`src/rtl/ahb_rr_arbiter.sv`:
```
// Round-robin arbiter sharing one AHB-to-APB bridge among up to four AHB masters.
// Supports HLOCK tenures and hold-count pre-emption, with registered address-phase and data-phase master indices.
module ahb_rr_arbiter #(
  parameter int NUM_MASTERS    = 4,
  parameter int MAX_HOLD       = 16,
  parameter int DEFAULT_MASTER = 0
) (
  input  logic                   Hclk,
  input  logic                   Hreset,
  input  logic [NUM_MASTERS-1:0] Hbusreq,
  input  logic [NUM_MASTERS-1:0] Hlock,
  input  logic                   Hready,
  input  logic [1:0]             Htrans,
  output logic [NUM_MASTERS-1:0] Hgrant,
  output logic [1:0]             Hmaster,
  output logic [1:0]             Hmaster_data,
  output logic                   Hmastlock
);

  typedef enum logic [1:0] {
    ST_IDLE = 2'd0,
    ST_OWN  = 2'd1,
    ST_LOCK = 2'd2
  } state_t;

  localparam logic [1:0] DEF_IDX    = 2'(DEFAULT_MASTER);
  localparam logic [7:0] HOLD_LIMIT = 8'(MAX_HOLD);

  state_t                 state_q, state_d;
  logic [1:0]             master_q, master_d;
  logic [1:0]             mdata_q, mdata_d;
  logic [NUM_MASTERS-1:0] grant_q;
  logic                   mastlock_q, mastlock_d;
  logic [7:0]             hold_q, hold_d;
  logic [1:0]             rr_q, rr_d;

  logic [3:0]             req4_s;
  logic [3:0]             lock4_s;
  logic [2:0]             pick_all_s;
  logic [2:0]             pick_oth_s;
  state_t                 rel_state_s;
  logic [1:0]             rel_owner_s;
  logic                   unused_s;

  function automatic logic [3:0] onehot4(input logic [1:0] idx);
    logic [3:0] vec;
    vec      = 4'b0000;
    vec[idx] = 1'b1;
    return vec;
  endfunction

  // Returns {found, index}; scans ptr+1 .. ptr so the pointer's own master comes last.
  function automatic logic [2:0] rr_pick(input logic [3:0] req, input logic [1:0] ptr);
    logic [2:0] res;
    logic [1:0] sel;
    int         idx;
    res = 3'b000;
    for (int i = NUM_MASTERS; i >= 1; i--) begin
      idx = (int'(ptr) + i) % NUM_MASTERS;
      sel = idx[1:0];
      if (req[sel]) begin
        res = {1'b1, sel};
      end else begin
        res = res;
      end
    end
    return res;
  endfunction

  assign req4_s     = 4'(Hbusreq);
  assign lock4_s    = 4'(Hlock);
  assign pick_all_s = rr_pick(req4_s, rr_q);
  assign pick_oth_s = rr_pick(req4_s & ~onehot4(master_q), rr_q);
  assign unused_s   = Htrans[0];

  // Unlocked release/keep/pre-empt decision, shared by ST_OWN and a lock release.
  always_comb begin
    rel_state_s = ST_OWN;
    rel_owner_s = master_q;
    if (!req4_s[master_q]) begin
      if (pick_oth_s[2]) begin
        rel_state_s = ST_OWN;
        rel_owner_s = pick_oth_s[1:0];
      end else begin
        rel_state_s = ST_IDLE;
        rel_owner_s = DEF_IDX;
      end
    end else if ((hold_q >= HOLD_LIMIT) && pick_oth_s[2]) begin
      rel_state_s = ST_OWN;
      rel_owner_s = pick_oth_s[1:0];
    end else begin
      rel_state_s = ST_OWN;
      rel_owner_s = master_q;
    end
  end

  // Next-state; every register holds its value on Hready=0 edges.
  always_comb begin
    state_d    = state_q;
    master_d   = master_q;
    mdata_d    = mdata_q;
    mastlock_d = mastlock_q;
    hold_d     = hold_q;
    rr_d       = rr_q;
    if (Hready) begin
      mdata_d = master_q;
      case (state_q)
        ST_IDLE: begin
          if (pick_all_s[2]) begin
            state_d  = ST_OWN;
            master_d = pick_all_s[1:0];
          end else begin
            state_d  = ST_IDLE;
            master_d = DEF_IDX;
          end
        end
        ST_OWN: begin
          if (lock4_s[master_q] && req4_s[master_q]) begin
            state_d    = ST_LOCK;
            mastlock_d = 1'b1;
          end else begin
            state_d  = rel_state_s;
            master_d = rel_owner_s;
          end
        end
        ST_LOCK: begin
          if (lock4_s[master_q]) begin
            state_d = ST_LOCK;
          end else begin
            mastlock_d = 1'b0;
            state_d    = rel_state_s;
            master_d   = rel_owner_s;
          end
        end
        default: begin
          state_d    = ST_IDLE;
          master_d   = DEF_IDX;
          mastlock_d = 1'b0;
        end
      endcase

      // Tenure counter restarts with every new owner and on parking.
      if (master_d != master_q) begin
        rr_d   = master_d;
        hold_d = 8'd0;
      end else if (state_d == ST_IDLE) begin
        hold_d = 8'd0;
      end else if ((state_q == ST_OWN) && Htrans[1] && (hold_q != 8'hFF)) begin
        hold_d = hold_q + 8'd1;
      end else begin
        hold_d = hold_q;
      end
    end else begin
      state_d = state_q;
    end
  end

  // State and output registers with synchronous reset.
  always_ff @(posedge Hclk) begin
    if (Hreset) begin
      state_q    <= ST_IDLE;
      master_q   <= DEF_IDX;
      mdata_q    <= DEF_IDX;
      grant_q    <= NUM_MASTERS'(onehot4(DEF_IDX));
      mastlock_q <= 1'b0;
      hold_q     <= 8'd0;
      rr_q       <= DEF_IDX;
    end else begin
      state_q    <= state_d;
      master_q   <= master_d;
      mdata_q    <= mdata_d;
      grant_q    <= NUM_MASTERS'(onehot4(master_d));
      mastlock_q <= mastlock_d;
      hold_q     <= hold_d;
      rr_q       <= rr_d;
    end
  end

  assign Hgrant       = grant_q;
  assign Hmaster      = master_q;
  assign Hmaster_data = mdata_q;
  assign Hmastlock    = mastlock_q;

endmodule

```
`config.mk`:
```
export PLATFORM = sky130hd
export DESIGN_NAME = ahb_rr_arbiter
export DESIGN_NICKNAME = d
export VERILOG_FILES = /design/src/rtl/ahb_rr_arbiter.sv
export SDC_FILE = /design/constraint.sdc
export NUM_CORES = 1
export LEC_CHECK = 0
export ABC_CLOCK_PERIOD_IN_PS = 2980
export CAP_MARGIN = 20
export CORE_ASPECT_RATIO = 2
export CORE_MARGIN = 3
export CORE_UTILIZATION = 29
export DETAILED_ROUTE_END_ITERATION = 16
export PLACE_DENSITY = 0.48
export REMOVE_ABC_BUFFERS = 1
export SYNTH_ARGS = -nofsm -noshare
export SYNTH_HDL_FRONTEND = slang
export SYNTH_SLANG_ARGS = --single-unit
```
`constraint.sdc`:
```
create_clock -name Hclk -period 2.98 [get_ports Hclk]
set_input_delay 0.745 -clock Hclk [delete_from_list [all_inputs] [get_ports Hclk]]
set_output_delay 0.745 -clock Hclk [all_outputs]
set_load 0.01 [all_outputs]
```
Figure 1. Pin map.
Scale: 6 px per um. Pins as bars across the die edge, other pins in grey.
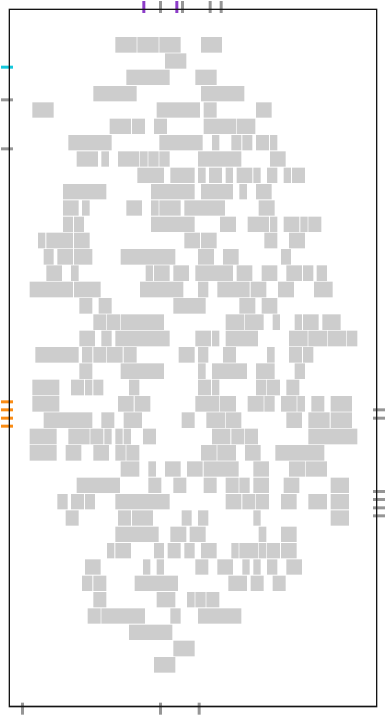
| colour | port | pins | direction | edge |
|---|---|---|---|---|
| orange | `Hlock` | 4 | input | left |
| purple | `Hmaster_data` | 2 | output | top |
| cyan | `Hclk` | 1 | input | left |
all pins by edge: 7 left, 6 right, 6 top, 3 bottom
Die H: 116.0 um
Port Buffer Count: 20
Die X: 60.98 um

Figure 2. Close-up of the layout.
Region (18, 22) to (43, 47) um. Cells in grey, sequential cells in the stronger grey; small squares are vias.
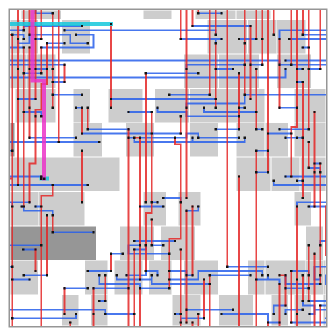
| colour | layer |
|---|---|
| magenta | metal 4 |
| cyan | metal 3 |
| red | metal 2 |
| blue | metal 1 |
netlist names of flops here include: `hold_q` (1)
cells with their middle in the window: 50
most frequent: buf_4 (8), nor2_1 (6)
sequential cells in the window: 1

Figure 3. Routing congestion.
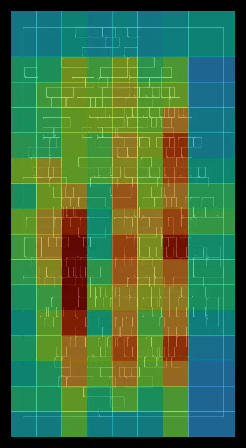
Final Util: 40.23%
Global Route Usage Sum: 15.16%

Figure 4. Gate families picked out.
Scale: 3 px per um.
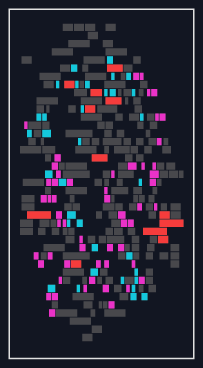
| colour | family | cells |
|---|---|---|
| red | mux cells | 12 |
| cyan | nor cells | 34 |
| magenta | nand cells | 54 |
final cell count without fillers: 326
dominant logic cell type in the layout: buf_4
Comb/total area: 54.15%

==> flow_summary.toml <==
# implementation run metrics
[route]
finalWirelength_um = 5009

[timing]
hold_viol = 0
finalClockSkew_ns = 0.002866
rsz0062_at_grt = "false"
fmax_mhz = 353.0
finalCritPeriodShare_pct = 95.07

[floorplanning]
fp_util_pct = 30.19
core_mm2 = 0.005807
num_io_pins = 22

[place]
post_dp_cell_area_mm2 = 0.002163
gp_congestion = 0.8223

[status]
status = "completed"

[final_layout]
syn_to_final_growth_pct = 33.26
diodes = 0

[worst_setup_path]
startpoint_type = "primary input"
crit_arrival_ns = 2.98
end_kind = "flop"

[synthesis]
top_area_share_pct = 23.98
postSynthSeqShare_pct = 23.98

[run]
drv_cap = 0

[clock_tree]
cts.clk_slew.worst_paths_ns = 0.06

[global_routing]
grt_pass1_vias = 1712
synth_stat cells (2+ instances only):
cell type	instances
a211oi_1	3
a21oi_1	13
a22oi_1	2
a31oi_1	6
and2_1	2
buf_2	10
buf_4	2
buf_6	2
clkbuf_1	5
dfxtp_1	21
ha_1	2
inv_1	6
mux2_1	2
mux2i_1	5
mux4_2	3
nand2_1	18
nand2b_1	17
nand3_1	10
nand4_1	6
nand4b_1	2
nor2_1	15
nor2b_1	7
nor3_1	5
nor3b_1	4
nor4b_1	2
o211ai_1	4
o21a_1	5
o21ai_0	4
o21ai_1	5
o22ai_1	3
o31ai_1	4
final timing paths:
path	startpoint	end	slack [ns]	depth (start not counted)
worst max-delay path	Hbusreq[3]	rr_q[1]	0.15	9
worst min-delay path	Hmaster_data[1]	Hmaster_data[1]	0.51	2
worst max register to register	Hmaster[0]	rr_q[1]	0.30	9
worst min register to register	Hmaster_data[1]	Hmaster_data[1]	0.51	2
per-stage QoR:
step	hold WS [ns]	std cells	TNS, ns	power, W	util (%)
2_1_floorplan	0.4795	206	0	0.0005771	-
3_3_place_gp	0.5002	319	-3.929	0.0007693	37.25
3_5_place_dp	0.5156	319	-3.921	0.0007714	37.25
4_1_cts	0.5284	324	0	0.001063	38.68
5_1_grt	0.5448	326	0	0.001159	40.23
6_report	0.5148	326	0	0.001094	40.23
cells by family (layout without fill, tap and decap cells):
group / after synthesis / in the layout / share of synthesized area (%)
AND-OR/OR-AND: 66 / 66 / 26.48
XOR/XNOR: 2 / 2 / 0.9995
adder cells (fa/ha/maj): 2 / 2 / 1.427
buffers and inverters: 25 / 65 / 7.352
flip-flops: 21 / 21 / 23.98
multiplexers: 12 / 12 / 9.493
AND/OR/NAND/NOR: 97 / 97 / 30.27
sequential cells by signal (all words and copies together) (netlist names):
signal,cells
Hgrant,4
Hmaster_data,2
state_q,2
hold_q,8
Hmaster,2
Hmastlock,1
rr_q,2
layer usage:
| layer | GRT usage, % | part of all wire, % | vias up |
|---|---|---|---|
| met1 | 16.86 | 40 | 869 |
| met3 | 1.003 | 2.2 | 11 |
| met5 | 0 | 0 | - |
| met2 | 27.52 | 55 | 34 |
| li1 | - | - | 912 |
| met4 | 7.670 | 3.1 | 0 |
repair_timing:
action,4_1_cts,5_1_grt
gates resized,4,18
pin swaps,0,6
setup buffers,1,2
hold buffers,0,0
endpoints found under the setup margin,10,13
report_power, final:
| part | switching (W) | leakage (nW) | internal, W |
|---|---|---|---|
| sequential | 0.0000278 | 0.171 | 0.000300 |
| combinational | 0.000239 | 0.672 | 0.000237 |
| clock | 0.000109 | 0.0409 | 0.000181 |
| total | 0.000376 | 0.884 | 0.000718 |
worst max-delay path, stage by stage:
cell	delay, ns
dlygate4sd2_1	0.30
mux4_2	0.47
o21ai_1	0.09
o31a_1	0.16
and3b_1	0.18
o221ai_2	0.18
mux2_4	0.35
a21boi_4	0.19
mux2_4	0.31
cell type report:
cell class,instances,area [um^2],area share (%)
Clock buffer,3,75.07,3.214
Timing Repair Buffer,55,471.7,20.19
Sequential cell,21,420.4,18.00
Multi-Input combinational cell,179,1265,54.15
Inverter,6,22.52,0.9641
Tap cell,61,76.32,3.267
Clock inverter,1,5.005,0.2142
Power is estimated from default activity; no workload was simulated.
